===== src/rtl/truth_table_sweeper.sv =====
// Truth-table sweeper: drives all eight {a,b,c} vectors into a boolean function,
// captures its response and compares it to a golden table.
module truth_table_sweeper #(
  parameter int unsigned SETTLE_CYCLES = 1,
  parameter logic [7:0]  EXPECTED      = 8'h15
) (
  input  logic       clk,
  input  logic       rst_n,
  input  logic       start,
  input  logic       d_in,
  output logic       a,
  output logic       b,
  output logic       c,
  output logic       busy,
  output logic       done,
  output logic [7:0] table_out,
  output logic       pass,
  output logic [3:0] err_cnt,
  output logic [2:0] first_fail
);

  typedef enum logic [1:0] {
    IDLE,
    SETTLE,
    SAMPLE,
    FINISH
  } state_e;

  localparam logic [3:0] SETTLE_LAST = 4'(SETTLE_CYCLES - 1);

  state_e     state_q, state_d;
  logic [2:0] idx_q, idx_d;
  logic [3:0] settleCnt_q, settleCnt_d;
  logic [7:0] table_q, table_d;
  logic [3:0] errCnt_q, errCnt_d;
  logic [2:0] firstFail_q, firstFail_d;
  logic       busy_q, busy_d;
  logic       done_q, done_d;
  logic       pass_q, pass_d;

  logic       clearEn;
  logic       settleEn;
  logic       sampleEn;
  logic       advanceEn;
  logic       finishEn;
  logic       mismatch;

  always_ff @(posedge clk or negedge rst_n) begin
    if (!rst_n) begin
      state_q <= IDLE;
    end else begin
      state_q <= state_d;
    end
  end

  always_comb begin
    state_d = state_q;
    case (state_q)
      IDLE:    if (start) state_d = SETTLE;
      SETTLE:  if (settleCnt_q == SETTLE_LAST) state_d = SAMPLE;
      SAMPLE:  state_d = (idx_q == 3'd7) ? FINISH : SETTLE;
      FINISH:  state_d = IDLE;
      default: state_d = IDLE;
    endcase
  end

  always_comb begin
    clearEn   = 1'b0;
    settleEn  = 1'b0;
    sampleEn  = 1'b0;
    advanceEn = 1'b0;
    finishEn  = 1'b0;
    case (state_q)
      IDLE:    clearEn  = start;
      SETTLE:  settleEn = 1'b1;
      SAMPLE: begin
        sampleEn  = 1'b1;
        advanceEn = (idx_q != 3'd7);
      end
      FINISH:  finishEn = 1'b1;
      default: ;
    endcase
  end

  // The last vector is not wrapped, so {a,b,c} rests at 3'b111 after a sweep.
  always_comb begin
    idx_d       = idx_q;
    settleCnt_d = settleCnt_q;
    table_d     = table_q;
    errCnt_d    = errCnt_q;
    firstFail_d = firstFail_q;
    busy_d      = busy_q;
    done_d      = 1'b0;
    pass_d      = pass_q;
    mismatch    = (d_in != EXPECTED[idx_q]);

    if (clearEn) begin
      idx_d       = 3'd0;
      settleCnt_d = 4'd0;
      table_d     = 8'h00;
      errCnt_d    = 4'd0;
      firstFail_d = 3'd0;
      pass_d      = 1'b0;
      busy_d      = 1'b1;
    end

    if (settleEn && (settleCnt_q != SETTLE_LAST)) begin
      settleCnt_d = settleCnt_q + 4'd1;
    end

    if (sampleEn) begin
      table_d[idx_q] = d_in;
      if (mismatch) begin
        errCnt_d = errCnt_q + 4'd1;
        if (errCnt_q == 4'd0) begin
          firstFail_d = idx_q;
        end
      end
    end

    if (advanceEn) begin
      idx_d       = idx_q + 3'd1;
      settleCnt_d = 4'd0;
    end

    if (finishEn) begin
      done_d = 1'b1;
      busy_d = 1'b0;
      pass_d = (table_q == EXPECTED);
    end
  end

  always_ff @(posedge clk or negedge rst_n) begin
    if (!rst_n) begin
      idx_q       <= 3'd0;
      settleCnt_q <= 4'd0;
      table_q     <= 8'h00;
      errCnt_q    <= 4'd0;
      firstFail_q <= 3'd0;
      busy_q      <= 1'b0;
      done_q      <= 1'b0;
      pass_q      <= 1'b0;
    end else begin
      idx_q       <= idx_d;
      settleCnt_q <= settleCnt_d;
      table_q     <= table_d;
      errCnt_q    <= errCnt_d;
      firstFail_q <= firstFail_d;
      busy_q      <= busy_d;
      done_q      <= done_d;
      pass_q      <= pass_d;
    end
  end

  assign a          = idx_q[2];
  assign b          = idx_q[1];
  assign c          = idx_q[0];
  assign busy       = busy_q;
  assign done       = done_q;
  assign table_out  = table_q;
  assign pass       = pass_q;
  assign err_cnt    = errCnt_q;
  assign first_fail = firstFail_q;

endmodule

===== config.mk =====
export PLATFORM = sky130hd
export DESIGN_NAME = truth_table_sweeper
export DESIGN_NICKNAME = d
export VERILOG_FILES = /design/src/rtl/truth_table_sweeper.sv
export SDC_FILE = /design/constraint.sdc
export NUM_CORES = 1
export LEC_CHECK = 0
export CORE_MARGIN = 4
export CORE_UTILIZATION = 55
export CTS_BUF_LIST = sky130_fd_sc_hd__clkbuf_16
export DETAILED_ROUTE_END_ITERATION = 6
export PLACE_DENSITY = 0.84
export SYNTH_ARGS = -nofsm -noshare
export SYNTH_HDL_FRONTEND = slang
export SYNTH_SLANG_ARGS = --single-unit

===== constraint.sdc =====
create_clock -name clk -period 2.9 [get_ports clk]
set_input_delay 0.435 -clock clk [delete_from_list [all_inputs] [get_ports clk]]
set_output_delay 0.435 -clock clk [all_outputs]
set_load 0.05 [all_outputs]

Fig. 1: run 1, port wiring
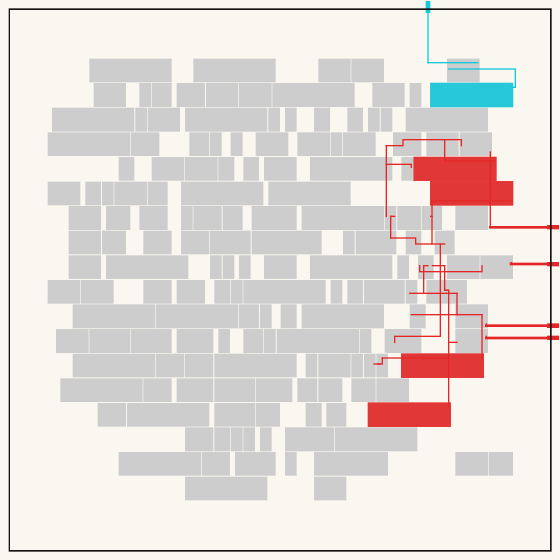
port	color	bits	direction	end cells	buffers	wire
done	cyan	1	output	1	1	21.0 microns
err_cnt	red	4	output	4	4	160 microns
Boundary Pins: 25
port bufs: 24

Fig. 2: run 1, signal metal coverage by tile
The die is cut into 12 by 12 equal tiles; black is low, pale yellow is high, scaled to the fullest tile. Values are wire area over tile area, all layers added.
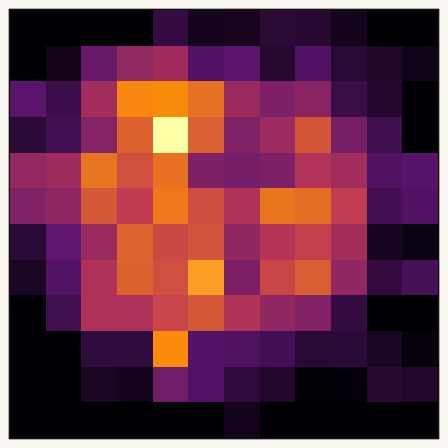
nearly empty tiles	20%
mean over tiles	0.13
tiles over half the peak	20%
densest ninth of the die	middle
fullest tile	0.49
vias: 1128
Total GRT Usage: 0.196
wirelength, routed: 3020 microns
wire per inst: 15.8 microns

==> out/metrics.yaml, run 1 <==
postSynthAreaPerCell_sq_um: 10.7
status: "finished, final reports clean"
largest_class: "logic gates"
synthTopCellsByArea: "dfrtp_1 46%, ha_1 6.0%, mux2i_1 5.4%"
clk_share: 0.0444
drt_iter0_markers: 50
clock_sinks: 27
fp_util: 0.583
drv_slew: 0
fin_util: 0.715
num_rows: 18
ir_worst_vdd_mv: 0.661
grt.met1_usage: 0.275
most_common_cell: "dfrtp_1"
hold_start: "busy"
met3_length_microns: 141
drive_gt1_frac: 0.0932
top_cell_area_share: 0.459
numCtsBuffers: 3
dp_cells: 187
cp_slowest_stage_delay_ns: 0.89
clk_pin_slew_ns: 0.06
crit_end: "a"
synth_cell_types: 36
synth_flops: 27
clockBufferDepth: 2
diodes: 0
syn_nets: 148
critical_path_class: "reg -> out"
nets: 173
r2r_start: "idx_q[1]"
grt_busiest_layer: "met2"
startpoint_type: "flop"
yosysChipArea_sq_um: 1470
seq_area_frac_synth: 0.459
xor_share: 0.0119
slowest_stage: "clkdlybuf4s50_1"
intPower_mw: 0.935
rrSetupSlack_ns: 0.90
slew_headroom: 0.637
power_leader: "combinational logic"
route.detailed.drc: 0
critPathTopFamily: "buffers and inverters"
top_cells_by_count: "27 x dfrtp_1, 19 x nand2_1, 9 x inv_1"
whs_path_depth: 2
firstDrtPassIters: 4
wl_met2_microns: 1460
top_layer: "met4"
simple_gate_share: 0.190
hold_viol_final: 0
postLayoutCellArea_sq_um: 1800
Fig. 3: run 1, where the registers sit
Other sequential cells in the stronger gray, the rest of the logic in the fainter gray.
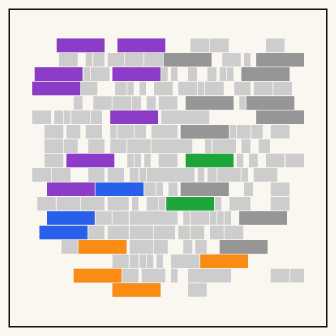
netlist name	color	placed flops
table_out	purple	8
state_q	green	2
settleCnt_q	orange	4
idx_q	blue	3

Fig. 4: run 1, M3 wires
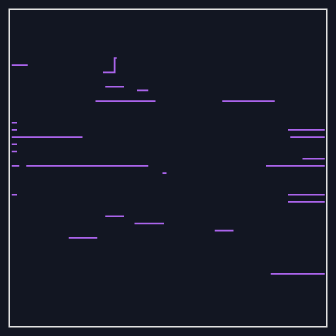
share of all routed wire	4.7%
main direction	horizontal
nets with wire on the layer	24
wire length on this layer	142 microns
longest straight run	22.8 microns
GR Util met3: 0.0346

Fig. 5: run 1, placement view
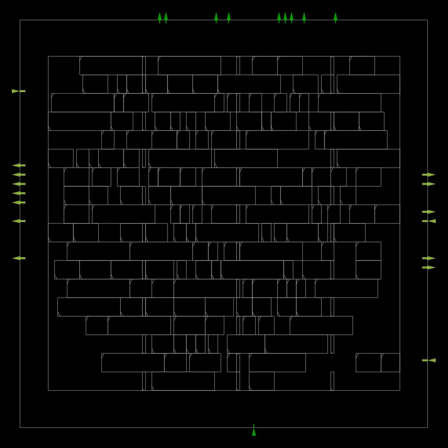

--- run 2 (diff from run 1) ---
Settings changed: CORE_UTILIZATION 55 to 52, PLACE_DENSITY 0.84 to 0.8.
Clock period 2.9 ns to 2.1 ns, I/O delays scaled along.
Fig. 6: run 2, placement view
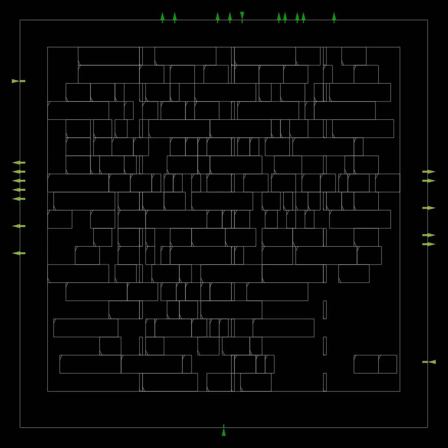
Non-Filler Instances: 194
Core Area: 2730 sq um

==> out/metrics.yaml, run 2 <==
grt_use_total: 0.179  # -0.0164
power.density_nw_per_um2: 1290
yosysChipArea_sq_um: 1470  # unchanged
vias_per_cell: 5.86
startpoint_type: "flop"
synthTopCellsByArea: "dfrtp_1 46%, ha_1 6.0%, mux2i_1 5.4%"
slowest_stage: "clkdlybuf4s50_1"
synth_flops: 27  # unchanged
grt_busiest_layer: "met2"
hold_viol_final: 0  # unchanged
synth_cell_types: 36  # unchanged
met3_usage: 0.0356  # +0.00108
p_sw_mw: 1.03
syn_nets: 148  # unchanged
power.share.clock: 0.178
met3_length_microns: 121  # -14%
seq_area_frac_synth: 0.459  # unchanged
power_leader: "combinational logic"
fin_util: 0.665  # -0.0493
status: "finished, final reports clean"
io_buffers: 24  # unchanged
fp_util: 0.538  # -0.0451
route.detailed.drc: 0  # unchanged
grt.met1_usage: 0.226  # -0.0488
top_layer: "met4"
async_reset_ff_frac: 1.00
comb_power_mw: 1.14
num_rows: 19  # +1
largest_class: "logic gates"
wl_met2_microns: 1510  # +3.2%
wire_per_inst_microns: 15.9  # +0.93%
clock_sinks: 27  # unchanged
worstMarginPinSlew_ns: 0.577
clk_latency_ns: 0.26
drv_slew: 0  # unchanged
critical_path_class: "reg -> out"
diodes: 0  # unchanged
ys_cells: 137
p_leak_nw: 0.834
pin_count: 25  # unchanged
crit_end: "c"
buffers: 27
vias: 1137  # +0.80%
nets: 175  # +1.2%
arrival_ns: 1.58
period_needed_ns: 1.89
drt_iter0_markers: 56  # +12%
dp_cells: 190  # +1.6%
clk_pin_slew_ns: 0.06  # about the same
firstDrtPassIters: 4  # unchanged
top_cells_by_count: "27 x dfrtp_1, 19 x nand2_1, 9 x inv_1"
drive_gt1_frac: 0.104  # +0.0111
clockBufferDepth: 2  # unchanged
numCtsBuffers: 3  # unchanged
xor_share: 0.0119  # unchanged
most_common_cell: "dfrtp_1"
fp.dieH_microns: 61.2
postLayoutCellArea_sq_um: 1820  # +0.90%
ir_worst_vdd_mv: 0.965  # +46%
postSynthAreaPerCell_sq_um: 10.7  # unchanged
grt_use_met2: 0.296
clk_share: 0.0433  # -0.00108
top_cell_area_share: 0.459  # unchanged
cp_slowest_stage_delay_ns: 0.85  # -0.04 ns
hp-class: "in -> async"
drt-total-wl_microns: 3090  # +2.5%
grt.overflow.total: 0
slew_headroom: 0.615  # -0.0224
intPower_mw: 1.31  # +40%
syn_inst: 137
critPathTopFamily: "buffers and inverters"
fmax_mhz: 529
rrSetupSlack_ns: 0.22  # -0.68 ns
simple_gate_share: 0.190  # unchanged
fin_crit_sh: 0.901
r2r_start: "settleCnt_q[0]"
Fig. 7: run 2, where the registers sit
Other sequential cells in the stronger gray, the rest of the logic in the fainter gray.
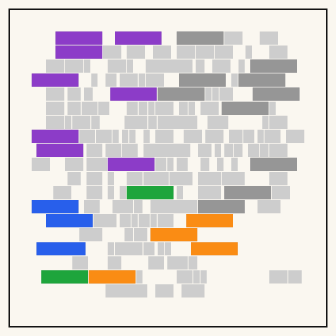
netlist name	color	placed flops
idx_q	blue	3
state_q	green	2
settleCnt_q	orange	4
table_out	purple	8
not colored	10

